### src/rtl/pinwheel_uart_pkg.sv
// Register map, serializer states and STATUS layout for the pinwheel transmit UART.
package pinwheel_uart_pkg;

  localparam logic [1:0] REG_DATA   = 2'd0;
  localparam logic [1:0] REG_STATUS = 2'd1;
  localparam logic [1:0] REG_DIV    = 2'd2;

  typedef enum logic [1:0] {TX_IDLE, TX_START, TX_DATA, TX_STOP} tx_state_t;

  localparam int STAT_COUNT_LSB = 0;
  localparam int STAT_EMPTY     = 6;
  localparam int STAT_FULL      = 7;
  localparam int STAT_BUSY      = 8;
  localparam int STAT_OVERFLOW  = 9;

  // A divisor of zero would never let a bit period end, so it runs as one.
  function automatic logic [15:0] clamp_div(input logic [15:0] div);
    return (div == 16'd0) ? 16'd1 : div;
  endfunction

endpackage

### src/rtl/tilelink_pkg.sv
// TileLink-UL channel types and opcodes shared by the pinwheel data-bus peripherals.
package tilelink_pkg;

  // A-channel opcodes
  localparam logic [2:0] PUT_FULL_DATA    = 3'd0;
  localparam logic [2:0] PUT_PARTIAL_DATA = 3'd1;
  localparam logic [2:0] ARITHMETIC_DATA  = 3'd2;
  localparam logic [2:0] LOGICAL_DATA     = 3'd3;
  localparam logic [2:0] GET              = 3'd4;

  // D-channel opcodes
  localparam logic [2:0] ACCESS_ACK      = 3'd0;
  localparam logic [2:0] ACCESS_ACK_DATA = 3'd1;

  typedef struct packed {
    logic        a_valid;
    logic [2:0]  a_opcode;
    logic [2:0]  a_param;
    logic [2:0]  a_size;
    logic [3:0]  a_source;
    logic [31:0] a_address;
    logic [3:0]  a_mask;
    logic [31:0] a_data;
  } tilelink_a;

  typedef struct packed {
    logic        d_valid;
    logic [2:0]  d_opcode;
    logic [1:0]  d_param;
    logic [2:0]  d_size;
    logic [3:0]  d_source;
    logic        d_sink;
    logic [31:0] d_data;
    logic        d_error;
    logic        d_ready;
  } tilelink_d;

endpackage

### src/rtl/pinwheel_sync_fifo.sv
// Single-clock FIFO; the caller guarantees push only when there is room (or a pop in the same cycle).
module pinwheel_sync_fifo #(
  parameter int WIDTH = 8,
  parameter int DEPTH = 16,
  localparam int AW = $clog2(DEPTH)
) (
  input  logic             clk,
  input  logic             rst_n,
  input  logic             push_i,
  input  logic [WIDTH-1:0] wdata_i,
  input  logic             pop_i,
  output logic [WIDTH-1:0] rdata_o,
  output logic             full_o,
  output logic             empty_o,
  output logic [AW:0]      count_o
);

  localparam logic [AW:0] FULL_COUNT = (AW+1)'(DEPTH);

  logic [WIDTH-1:0] mem_q [DEPTH];
  logic [AW-1:0]    wr_ptr_q, rd_ptr_q;
  logic [AW:0]      count_q;

  always_ff @(posedge clk) begin
    if (!rst_n) begin
      wr_ptr_q <= '0;
      rd_ptr_q <= '0;
      count_q  <= '0;
    end else begin
      if (push_i) wr_ptr_q <= wr_ptr_q + 1'b1;
      if (pop_i)  rd_ptr_q <= rd_ptr_q + 1'b1;
      case ({push_i, pop_i})
        2'b10:   count_q <= count_q + 1'b1;
        2'b01:   count_q <= count_q - 1'b1;
        default: ;
      endcase
    end
  end

  // NOTE: storage is deliberately left out of reset; the pointers alone define what is valid.
  always_ff @(posedge clk) begin
    if (push_i) mem_q[wr_ptr_q] <= wdata_i;
  end

  assign rdata_o = mem_q[rd_ptr_q];
  assign full_o  = (count_q == FULL_COUNT);
  assign empty_o = (count_q == '0);
  assign count_o = count_q;

endmodule

### src/rtl/pinwheel_uart_tx.sv
// Transmit-only 8N1 UART on the pinwheel data bus: TileLink A in, registered D out, byte FIFO feeding a serializer.
module pinwheel_uart_tx
  import tilelink_pkg::*;
  import pinwheel_uart_pkg::*;
#(
  parameter int          FIFO_DEPTH  = 16,
  parameter logic [15:0] DEFAULT_DIV = 16'd434,
  parameter logic [3:0]  BUS_TAG     = 4'h4
) (
  input  logic      clock,
  input  logic      tick_reset_n,
  input  tilelink_a tock_tla,
  output tilelink_d tld,
  output logic      tx,
  output logic      busy
);

  localparam int CW = $clog2(FIFO_DEPTH) + 1;

  logic            sel, is_write, push_req, clr_req;
  logic [1:0]      reg_idx;
  logic            fifo_push, fifo_pop, fifo_full, fifo_empty;
  logic [7:0]      fifo_rdata;
  logic [CW-1:0]   fifo_count;
  logic [15:0]     div_q, div_d, div_eff;
  logic            overflow_q, overflow_d;
  logic [31:0]     rdata;
  tilelink_d       tld_q, tld_d;
  tx_state_t       state_q;
  logic            tx_q;
  logic [7:0]      shift_q;
  logic [15:0]     div_l_q, bitcnt_q;
  logic [2:0]      bitidx_q;
  logic            unused_a;

  assign sel      = tock_tla.a_valid && (tock_tla.a_address[31:28] == BUS_TAG);
  assign is_write = (tock_tla.a_opcode == PUT_FULL_DATA) || (tock_tla.a_opcode == PUT_PARTIAL_DATA);
  assign reg_idx  = tock_tla.a_address[3:2];
  assign push_req = sel && is_write && (reg_idx == REG_DATA) && tock_tla.a_mask[0];
  assign clr_req  = sel && is_write && (reg_idx == REG_STATUS) && tock_tla.a_mask[0];

  // A full FIFO still takes the byte when the serializer drains one in the same cycle.
  assign fifo_pop  = (state_q == TX_IDLE) && !fifo_empty;
  assign fifo_push = push_req && (!fifo_full || fifo_pop);
  assign busy      = (state_q != TX_IDLE) || !fifo_empty;
  assign div_eff   = clamp_div(div_q);

  assign unused_a = ^{tock_tla.a_param, tock_tla.a_source, tock_tla.a_address[27:4],
                      tock_tla.a_address[1:0], tock_tla.a_mask[3:2], tock_tla.a_data[31:16]};

  pinwheel_sync_fifo #(.WIDTH(8), .DEPTH(FIFO_DEPTH)) u_fifo (
    .clk    (clock),
    .rst_n  (tick_reset_n),
    .push_i (fifo_push),
    .wdata_i(tock_tla.a_data[7:0]),
    .pop_i  (fifo_pop),
    .rdata_o(fifo_rdata),
    .full_o (fifo_full),
    .empty_o(fifo_empty),
    .count_o(fifo_count)
  );

  // NOTE: every output of this block gets a default first, so no path can infer a latch.
  always_comb begin
    rdata      = '0;
    div_d      = div_q;
    overflow_d = overflow_q;
    tld_d      = '0;

    case (reg_idx)
      REG_STATUS: begin
        rdata[STAT_COUNT_LSB +: 6] = 6'(fifo_count);
        rdata[STAT_EMPTY]          = fifo_empty;
        rdata[STAT_FULL]           = fifo_full;
        rdata[STAT_BUSY]           = busy;
        rdata[STAT_OVERFLOW]       = overflow_q;
      end
      REG_DIV: rdata[15:0] = div_q;
      default: ;
    endcase

    if (sel && is_write && (reg_idx == REG_DIV)) begin
      if (tock_tla.a_mask[0]) div_d[7:0]  = tock_tla.a_data[7:0];
      if (tock_tla.a_mask[1]) div_d[15:8] = tock_tla.a_data[15:8];
    end

    // A dropped byte outranks a clear arriving in the same cycle.
    if (clr_req) overflow_d = 1'b0;
    if (push_req && !fifo_push) overflow_d = 1'b1;

    tld_d.d_ready = 1'b1;
    if (sel) begin
      tld_d.d_valid  = 1'b1;
      tld_d.d_opcode = is_write ? ACCESS_ACK : ACCESS_ACK_DATA;
      tld_d.d_size   = tock_tla.a_size;
      tld_d.d_data   = rdata;
    end
  end

  always_ff @(posedge clock) begin
    if (!tick_reset_n) begin
      div_q      <= DEFAULT_DIV;
      overflow_q <= 1'b0;
      tld_q      <= '0;
    end else begin
      div_q      <= div_d;
      overflow_q <= overflow_d;
      tld_q      <= tld_d;
    end
  end

  // Serializer: div_l is latched at pop so DIVISOR writes only affect the next frame.
  always_ff @(posedge clock) begin
    if (!tick_reset_n) begin
      state_q  <= TX_IDLE;
      tx_q     <= 1'b1;
      shift_q  <= '0;
      div_l_q  <= 16'd1;
      bitcnt_q <= '0;
      bitidx_q <= '0;
    end else begin
      case (state_q)
        TX_IDLE: begin
          if (fifo_pop) begin
            shift_q  <= fifo_rdata;
            div_l_q  <= div_eff;
            bitcnt_q <= div_eff - 16'd1;
            tx_q     <= 1'b0;
            state_q  <= TX_START;
          end
        end
        TX_START: begin
          if (bitcnt_q == 16'd0) begin
            bitcnt_q <= div_l_q - 16'd1;
            bitidx_q <= '0;
            tx_q     <= shift_q[0];
            state_q  <= TX_DATA;
          end else begin
            bitcnt_q <= bitcnt_q - 16'd1;
          end
        end
        TX_DATA: begin
          if (bitcnt_q == 16'd0) begin
            bitcnt_q <= div_l_q - 16'd1;
            if (bitidx_q == 3'd7) begin
              tx_q    <= 1'b1;
              state_q <= TX_STOP;
            end else begin
              shift_q  <= shift_q >> 1;
              tx_q     <= shift_q[1];
              bitidx_q <= bitidx_q + 3'd1;
            end
          end else begin
            bitcnt_q <= bitcnt_q - 16'd1;
          end
        end
        TX_STOP: begin
          if (bitcnt_q == 16'd0) state_q <= TX_IDLE;
          else                   bitcnt_q <= bitcnt_q - 16'd1;
        end
        default: state_q <= TX_IDLE;
      endcase
    end
  end

  assign tx  = tx_q;
  assign tld = tld_q;

endmodule

### config.mk
export PLATFORM = sky130hd
export DESIGN_NAME = pinwheel_uart_tx
export DESIGN_NICKNAME = d
export VERILOG_FILES = /design/src/rtl/pinwheel_uart_pkg.sv /design/src/rtl/tilelink_pkg.sv /design/src/rtl/pinwheel_sync_fifo.sv /design/src/rtl/pinwheel_uart_tx.sv
export SDC_FILE = /design/constraint.sdc
export NUM_CORES = 1
export LEC_CHECK = 0
export CORE_UTILIZATION = 48
export CTS_CLUSTER_DIAMETER = 40
export DETAILED_ROUTE_END_ITERATION = 8
export PLACE_DENSITY = 0.8
export SKIP_CTS_REPAIR_TIMING = 1
export SYNTH_ARGS = -nofsm -noshare
export SYNTH_HDL_FRONTEND = slang
export SYNTH_HIERARCHICAL = 1
export SYNTH_SLANG_ARGS = --single-unit
export TNS_END_PERCENT = 100
### constraint.sdc
create_clock -name clock -period 10.3 [get_ports clock]
set_clock_uncertainty 0.15 [all_clocks]
set_input_delay 3.09 -clock clock [delete_from_list [all_inputs] [get_ports clock]]
set_output_delay 3.09 -clock clock [all_outputs]
set_load 0.02 [all_outputs]
==> results.sh <==
# yosys + openroad results
export IMPL_antenna_found_initial=0
export IMPL_dpl_cell_area_mm2=0.0110
export IMPL_seq_cell_count=230
export IMPL_synth_simple_area_share_pct=13.9
export IMPL_compound_area_share_pct=9.47
export IMPL_warnings=87
export IMPL_ir_drop_v=0.000203
export IMPL_use_met2_pct=34.0
export IMPL_cts_buffer_depth=3
export IMPL_top_layer_used="met4"
export IMPL_cp_depth=13
export IMPL_p_int_mw=1.94
export IMPL_reg2reg_slack_ns=5.67
export IMPL_comb_area_share_pct=34.5
export IMPL_inverters=25
export IMPL_grtUsageMet1_pct=26.6
export IMPL_status="finished clean"
export IMPL_yosysUniqueCellTypes=74
export IMPL_crit_path_max_incr_delay_ns=0.80
export IMPL_path_delay_family="simple AND/OR/NAND/NOR gates"
export IMPL_drt_pass1_iter_count=5
export IMPL_io_pins=134
export IMPL_grt_pass1_wl_um=35600
export IMPL_mostFrequentLayoutCell="edfxtp_1"
export IMPL_place_hpwl_um=14600
export IMPL_fmax_mhz=141
export IMPL_dominant_cells="registers"
export IMPL_finalNonFillerCells=1212
export IMPL_grt_overflow_total=0
export IMPL_cp_cell_sequence="clkdlybuf4s50_1, nor4_1, and3_1, nand2_1, a21oi_1, inv_1, ha_1, xor2_1, ha_1, o21ai_0, or3_1, a2111oi_2, nand4b_1"
export IMPL_clock_area_share_pct=7.76
export IMPL_pre_cts_ws_ns=2.76
export IMPL_core_mm2=0.0212
export IMPL_swShare_pct=32.7
### Met3 routing

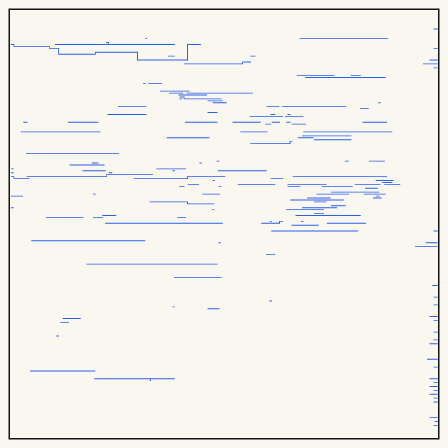
- share of all routed wire: 6.0%
- longest straight run: 45.5 µm

### Register map, names as in the netlist

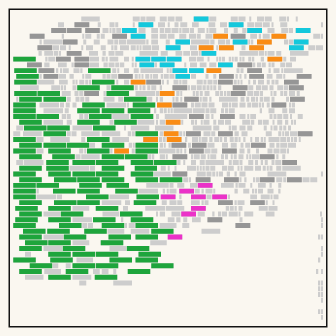
- shift_q: magenta (flops 8; where center)
- u_fifo/mem_q: green (flops 128)
- tld: cyan (flops 22)
- div_q: orange (flops 16)
Seq group: 1.11 mW
final core occ: 56.4%
register area: 0.00589 mm²

### Routing congestion map

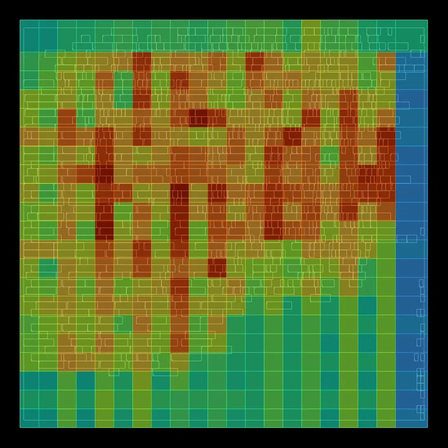
post-DR wirelength/cell: 18.6 µm
Tot GR Track Use: 20.2%

### Wiring by layer

Two of the layers only.
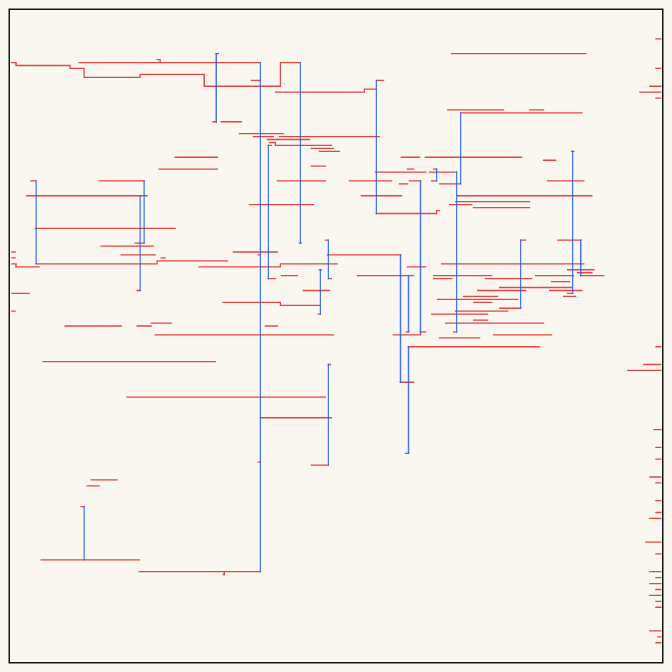
- met4: blue (wire length 558 µm)
- met3: red (wire length 1360 µm)

### Pin placement

Pins as bars across the die edge, other pins in gray.
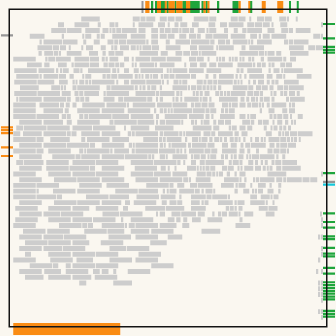
- tld: green (pins 48; direction output; edge 26 east, 22 north)
- tx: cyan (pins 1; direction output; edge east)
- tock_tla: orange (pins 82; direction input; edge 55 south, 22 north, 5 west)
Die W: 150 µm
Die Span Y: 150 µm
# port buffers: 55

Power and IR drop assume default switching activity.
